[config.mk]
export PLATFORM = sky130hd
export DESIGN_NAME = sccb_arbiter
export DESIGN_NICKNAME = d
export VERILOG_FILES = /design/src/rtl/ov7670_pkg.sv /design/src/rtl/sccb_rr_picker.sv /design/src/rtl/sccb_arbiter.sv
export SDC_FILE = /design/constraint.sdc
export NUM_CORES = 1
export LEC_CHECK = 0
export CAP_MARGIN = 20
export CORE_ASPECT_RATIO = 0.9
export CORE_MARGIN = 1
export CORE_UTILIZATION = 42
export CTS_BUF_LIST = sky130_fd_sc_hd__clkbuf_4 sky130_fd_sc_hd__clkbuf_8 sky130_fd_sc_hd__clkbuf_16
export CTS_CLUSTER_DIAMETER = 50
export DETAILED_ROUTE_END_ITERATION = 10
export GPL_TIMING_DRIVEN = 0
export HOLD_SLACK_MARGIN = 0.05
export PLACE_DENSITY_LB_ADDON = 0.25
export SLEW_MARGIN = 40
export SYNTH_ARGS = -nofsm -noshare
export SYNTH_HDL_FRONTEND = slang
export SYNTH_HIERARCHICAL = 1
export SYNTH_SLANG_ARGS = --single-unit
[constraint.sdc]
create_clock -name clk -period 1.8 [get_ports clk]
set_input_delay 0.36 -clock clk [delete_from_list [all_inputs] [get_ports clk]]
set_output_delay 0.36 -clock clk [all_outputs]
set_load 0.03 [all_outputs]
[src/rtl/ov7670_pkg.sv]
`timescale 1ns/1ps
`default_nettype none
// +------------------------------------------------------------------+
// | Module      : ov7670_pkg                                         |
// | Description : Shared types and constants for the OV7670 camera   |
// |               control path (SCCB arbiter FSM encoding, widths).  |
// | Revision    : 1.0 - initial release                              |
// +------------------------------------------------------------------+
package ov7670_pkg;

    localparam int SCCB_ADDR_W = 8;
    localparam int SCCB_DATA_W = 8;

    typedef enum logic [1:0] {
        IDLE      = 2'd0,
        WAIT_BUSY = 2'd1,
        WAIT_DONE = 2'd2,
        GUARD     = 2'd3
    } sccb_arb_state_t;

    // Larger of two integers, used when sizing shared counters.
    function automatic int max_int(input int a, input int b);
        return (a > b) ? a : b;
    endfunction

endpackage
`default_nettype wire

[src/rtl/sccb_rr_picker.sv]
`timescale 1ns/1ps
`default_nettype none
// +------------------------------------------------------------------+
// | Module      : sccb_rr_picker                                     |
// | Description : Combinational round-robin picker. Searches req     |
// |               starting one above 'last' with wrap-around and     |
// |               returns a one-hot winner plus a valid flag.        |
// | Revision    : 1.0 - initial release                              |
// +------------------------------------------------------------------+
module sccb_rr_picker #(
    parameter int NUM_REQ = 2,
    parameter int IDX_W   = (NUM_REQ > 1) ? $clog2(NUM_REQ) : 1
) (
    input  logic [NUM_REQ-1:0] req,
    input  logic [IDX_W-1:0]   last,
    output logic [NUM_REQ-1:0] winner,
    output logic               valid
);

    logic [IDX_W-1:0] w_idx;

    // First set request after 'last' wins; 'last' itself is checked last.
    always_comb begin
        winner = '0;
        valid  = 1'b0;
        w_idx  = '0;
        for (int k = 1; k <= NUM_REQ; k++) begin
            w_idx = IDX_W'((int'(last) + k) % NUM_REQ);
            if (!valid && req[w_idx]) begin
                winner[w_idx] = 1'b1;
                valid         = 1'b1;
            end
        end
    end

endmodule
`default_nettype wire

[src/rtl/sccb_arbiter.sv]
`timescale 1ns/1ps
`default_nettype none
// +------------------------------------------------------------------+
// | Module      : sccb_arbiter                                       |
// | Description : Round-robin arbiter sharing one SCCB write engine  |
// |               among NUM_REQ requesters. Issues a start, tracks   |
// |               ready drop/rise, enforces a guard gap and returns  |
// |               a per-requester ack with a timeout error flag.     |
// | Revision    : 1.0 - initial release                              |
// +------------------------------------------------------------------+
module sccb_arbiter
    import ov7670_pkg::*;
#(
    parameter int NUM_REQ      = 2,
    parameter int GUARD_CYCLES = 16,
    parameter int BUSY_TIMEOUT = 1024
) (
    input  logic                       clk,
    input  logic                       rst_n,
    input  logic                       clk_en,
    input  logic [NUM_REQ-1:0]         req,
    input  logic [8*NUM_REQ-1:0]       req_addr,
    input  logic [8*NUM_REQ-1:0]       req_data,
    output logic [NUM_REQ-1:0]         grant,
    output logic [NUM_REQ-1:0]         ack,
    output logic                       err,
    input  logic                       sccb_ready,
    output logic                       sccb_start,
    output logic [SCCB_ADDR_W-1:0]     sccb_addr,
    output logic [SCCB_DATA_W-1:0]     sccb_data
);

    localparam int c_idx_w = (NUM_REQ > 1) ? $clog2(NUM_REQ) : 1;
    // Counter must hold BUSY_TIMEOUT-1 and GUARD_CYCLES; keep at least 1 bit.
    localparam int c_cnt_w = max_int(1, $clog2(max_int(BUSY_TIMEOUT, GUARD_CYCLES + 1)));

    localparam logic [c_cnt_w-1:0] c_busy_load  = c_cnt_w'(BUSY_TIMEOUT - 1);
    localparam logic [c_cnt_w-1:0] c_guard_load = c_cnt_w'(GUARD_CYCLES);
    localparam logic [c_cnt_w-1:0] c_cnt_one    = c_cnt_w'(1);
    localparam logic [c_idx_w-1:0] c_last_rst   = c_idx_w'(NUM_REQ - 1);

    sccb_arb_state_t          r_state, w_state;
    logic [NUM_REQ-1:0]       r_grant, w_grant;
    logic [NUM_REQ-1:0]       r_ack,   w_ack;
    logic                     r_err,   w_err;
    logic                     r_start, w_start;
    logic [SCCB_ADDR_W-1:0]   r_addr,  w_addr;
    logic [SCCB_DATA_W-1:0]   r_data,  w_data;
    logic [c_idx_w-1:0]       r_last,  w_last;
    logic [c_cnt_w-1:0]       r_cnt,   w_cnt;

    logic [NUM_REQ-1:0]       w_pick;
    logic                     w_pick_valid;
    logic [c_idx_w-1:0]       w_pick_idx;
    logic [SCCB_ADDR_W-1:0]   w_pick_addr;
    logic [SCCB_DATA_W-1:0]   w_pick_data;

    sccb_rr_picker #(
        .NUM_REQ (NUM_REQ),
        .IDX_W   (c_idx_w)
    ) u_picker (
        .req     (req),
        .last    (r_last),
        .winner  (w_pick),
        .valid   (w_pick_valid)
    );

    // Encode the one-hot winner and select its packed addr/data slices.
    always_comb begin
        w_pick_idx  = '0;
        w_pick_addr = '0;
        w_pick_data = '0;
        for (int i = 0; i < NUM_REQ; i++) begin
            if (w_pick[i]) begin
                w_pick_idx  = c_idx_w'(i);
                w_pick_addr = req_addr[8*i +: SCCB_ADDR_W];
                w_pick_data = req_data[8*i +: SCCB_DATA_W];
            end
        end
    end

    // Next-state and registered-output logic; pulses default low.
    always_comb begin
        w_state = r_state;
        w_grant = r_grant;
        w_ack   = '0;
        w_err   = 1'b0;
        w_start = 1'b0;
        w_addr  = r_addr;
        w_data  = r_data;
        w_last  = r_last;
        w_cnt   = r_cnt;
        unique case (r_state)
            IDLE: begin
                if (w_pick_valid && sccb_ready) begin
                    w_grant = w_pick;
                    w_last  = w_pick_idx;
                    w_addr  = w_pick_addr;
                    w_data  = w_pick_data;
                    w_start = 1'b1;
                    w_cnt   = c_busy_load;
                    w_state = WAIT_BUSY;
                end
            end
            WAIT_BUSY: begin
                if (!sccb_ready) begin
                    w_state = WAIT_DONE;
                end else if (r_cnt == '0) begin
                    // Engine never went busy: complete with error.
                    w_ack   = r_grant;
                    w_err   = 1'b1;
                    w_grant = '0;
                    w_cnt   = c_guard_load;
                    w_state = GUARD;
                end else begin
                    w_cnt = r_cnt - c_cnt_one;
                end
            end
            WAIT_DONE: begin
                if (sccb_ready) begin
                    w_ack   = r_grant;
                    w_grant = '0;
                    w_cnt   = c_guard_load;
                    w_state = GUARD;
                end
            end
            GUARD: begin
                if (r_cnt == '0) begin
                    w_state = IDLE;
                end else begin
                    w_cnt = r_cnt - c_cnt_one;
                end
            end
            default: w_state = IDLE;
        endcase
    end

    // State register: reset wins regardless of clk_en, otherwise advance when enabled.
    always_ff @(posedge clk) begin
        if (!rst_n) begin
            r_state <= IDLE;
            r_grant <= '0;
            r_ack   <= '0;
            r_err   <= 1'b0;
            r_start <= 1'b0;
            r_addr  <= '0;
            r_data  <= '0;
            r_last  <= c_last_rst;
            r_cnt   <= '0;
        end else if (clk_en) begin
            r_state <= w_state;
            r_grant <= w_grant;
            r_ack   <= w_ack;
            r_err   <= w_err;
            r_start <= w_start;
            r_addr  <= w_addr;
            r_data  <= w_data;
            r_last  <= w_last;
            r_cnt   <= w_cnt;
        end
    end

    assign grant      = r_grant;
    assign ack        = r_ack;
    assign err        = r_err;
    assign sccb_start = r_start;
    assign sccb_addr  = r_addr;
    assign sccb_data  = r_data;

endmodule
`default_nettype wire

==> flow_summary.json <==
{
  "clkTransAtPathRegs_ns": 0.06,
  "yosys.area_share.aoi_pct": 31.6,
  "finClkSkew_ns": 0.00927,
  "switching_share_pct": 34.3,
  "cts_buffers": 5,
  "htreeDepth": 2,
  "final_common_cell": "clkdlybuf4s50_1",
  "worst_pin_slew_ns": 0.537,
  "cp_max_fo": 6,
  "drt_iter0_drc": 164,
  "p_leak_nw": 1.07,
  "avgSynthCellArea_um2": 9.09,
  "ys_sh_adder_pct": 3.17,
  "outcome": "finished, final reports clean",
  "cts.path.max_buffers": 2,
  "mux_share_pct": 2.03,
  "holdCritPathClass": "input pin to register",
  "cts-root-buf": "clkbuf_8",
  "io_buffers": 58,
  "overflow": 0,
  "first_pass_iters": 4,
  "clockPowerShare_pct": 22.4,
  "async_reset_ff_share_pct": 0,
  "logic_family": "AND-OR/OR-AND gates",
  "r2r_start": "r_state[0]",
  "finalWorstSetupSlack_ns": 0.0629,
  "cts_tree": "yes"
}
==> stage by stage <==
stage / total power, mW / util [%] / cells / cell area, µm²
floorplan: 1.49 / - / 217 / 1970
global placement: 1.74 / 58.6 / 337 / 2630
detailed placement: 1.75 / 58.6 / 337 / 2630
CTS: 2.33 / 61.8 / 344 / 2770
global route: 2.55 / 64.5 / 351 / 2900
finish: 2.43 / 64.5 / 351 / 2900
==> cell families (layout without fill, tap and decap cells) <==
group	count (synthesis)	after routing
muxes	4	4
and+or+nand+nor	68	68
DFF	35	35
buffers and inverters	25	97
AOI/OAI and AO/OA	80	80
adders and majority gates	5	5
==> synthesized netlist by cell type (all sizes together), types with 2 or more instances <==
cell,instances
o221a,2
o31a,2
nand3b,2
a22o,2
o221ai,2
nor3b,3
mux2i,4
a211oi,20
ha,5
nor2b,3
o311ai,2
nand2,14
nor2,24
a31oi,5
a21boi,2
buf,8
o2111ai,2
clkbuf,8
a22oi,16
nand4,2
and3,2
nor3,5
a21o,2
nand3,4
dfxtp,35
a21oi,10
nor4,2
inv,9
o21ai,3
or2,2
==> worst max-delay path, stage by stage, from the launching register on <==
cell and delay, ns:
dfxtp_2 0.35, inv_2 0.12, ha_1 0.28, nor3_4 0.08, o31ai_4 0.32, buf_4 0.19
nor2_4 0.05, o221a_1 0.24
==> per-layer routing <==
metal	vias up	routed length (µm)	GRT usage (%)	share of wire, %
li1	975	-	-	-
met1	942	2410	29.5	45
met2	55	2580	34.8	49
met3	7	239	5.14	4.5
met4	0	72	8.02	1.4
met5	-	0	0	0
==> layout make-up <==
| type | count | area [µm²] |
|---|---|---|
| Clock buffer | 6 | 76.3 |
| Buffer | 16 | 143 |
| Fill cell | 387 | 1590 |
| Tap cell | 62 | 77.6 |
| Timing Repair Buffer | 66 | 644 |
| Multi-Input combinational cell | 157 | 1210 |
| Inverter | 9 | 36.3 |
| Sequential cell | 35 | 708 |
==> flip-flops by register name, summed over array words and instances (netlist names) <==
name and flops:
r_cnt 10, sccb_addr 8, sccb_data 8, ack 2, grant 2, r_state 2, err 1, r_last 1
sccb_start 1
==> power by group through the flow <==
stage               Combinational, mW  Clock [mW]  Sequential, mW
detailed placement              0.812           0           0.936
global placement                0.807           0           0.934
finish                          0.953       0.542           0.930
CTS                             0.856       0.556           0.921
floorplan                       0.494           0           0.991
global route                     1.02       0.586           0.940
==> how the worst min path moves through the flow <==
stage,from,to,slack (ns),cells after the start
2_1_floorplan,r_last,r_last,0.46,2
3_3_place_gp,err,err,0.45,2
3_5_place_dp,err,err,0.46,2
4_1_cts,clk_en,err,0.45,3
5_1_grt,clk_en,err,0.47,3
6_report,clk_en,err,0.45,3
==> repair_timing <==
item,4_1_cts,5_1_grt
gates resized,16,23
setup buffers,1,7
setup endpoints to repair,23,34
pin swaps,6,7
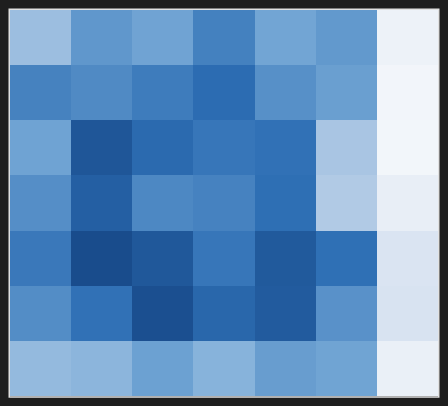
*Cell area per tile*
7 x 7 tiles, from white (low) to dark blue (high), 0 to 100% covered.
mean over tiles: 57%
fullest tile: 89%
tiles over 75% full: 20%

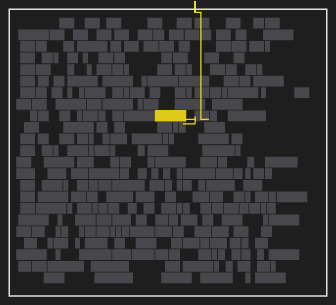
*I/O nets highlighted*
legend:
  sccb_start:
    color: yellow
    bits: 1
    direction: output
    edge: north
    end_cells: 1
    buffers: 1
    wire: 35.5 µm

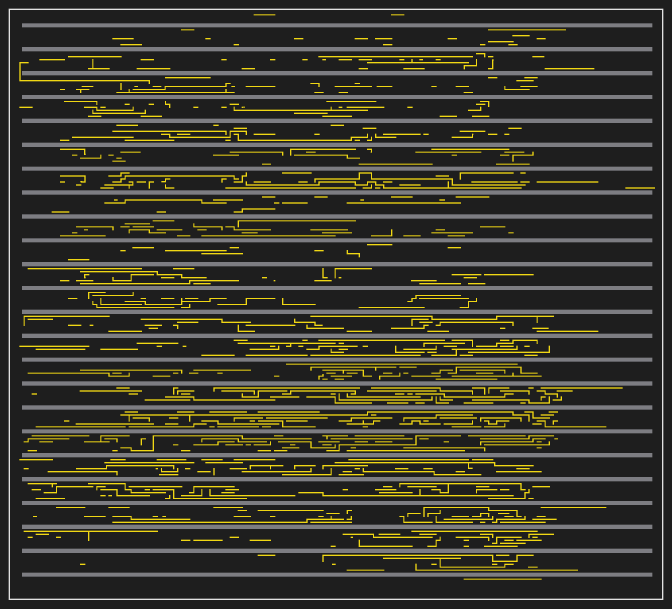
*Metal 1*
Supply wires on this layer in gray.
longest straight run: 28.1 µm
main direction: horizontal
wire length on this layer: 2410 µm
share of all routed wire: 45%
met1 Track Usage GR: 29.5%
via count: 1979
final WL: 5300 µm

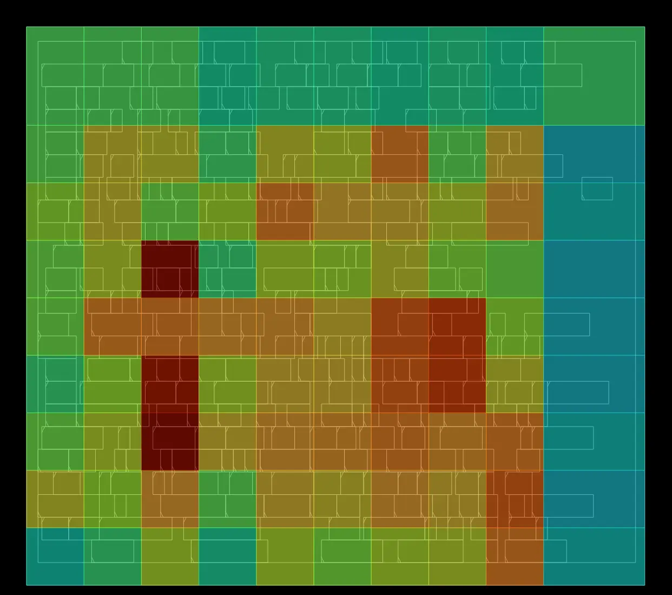
*Routing congestion map*
routed length per placed instance: 15.1 µm
Top Usage Layer GRT: met2
Final Core Density: 64.5%

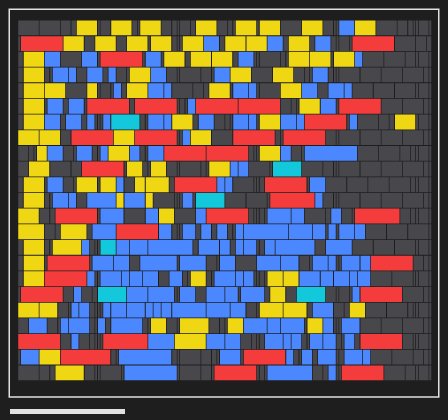
*Placed cells, one color a class*
Scale bar: 20 µm. Fill, decap, tap and diode cells in gray.
legend:
  remaining buffers and delay cells:
    color: yellow
    cells: 82
    share_of_their_area: 28%
  combinational and other logic:
    color: blue
    cells: 166
    share_of_their_area: 44%
  clock drivers and dummy loads:
    color: cyan
    cells: 6
    share_of_their_area: 2.7%
  sequential cells:
    color: red
    cells: 35
    share_of_their_area: 25%
Seq area share: 24.5%
Core Area: 4490 µm²
# rows: 23
Post-Layout Inst Area: 2900 µm²

No activity file was given, so power comes from the tool's default toggle rates.
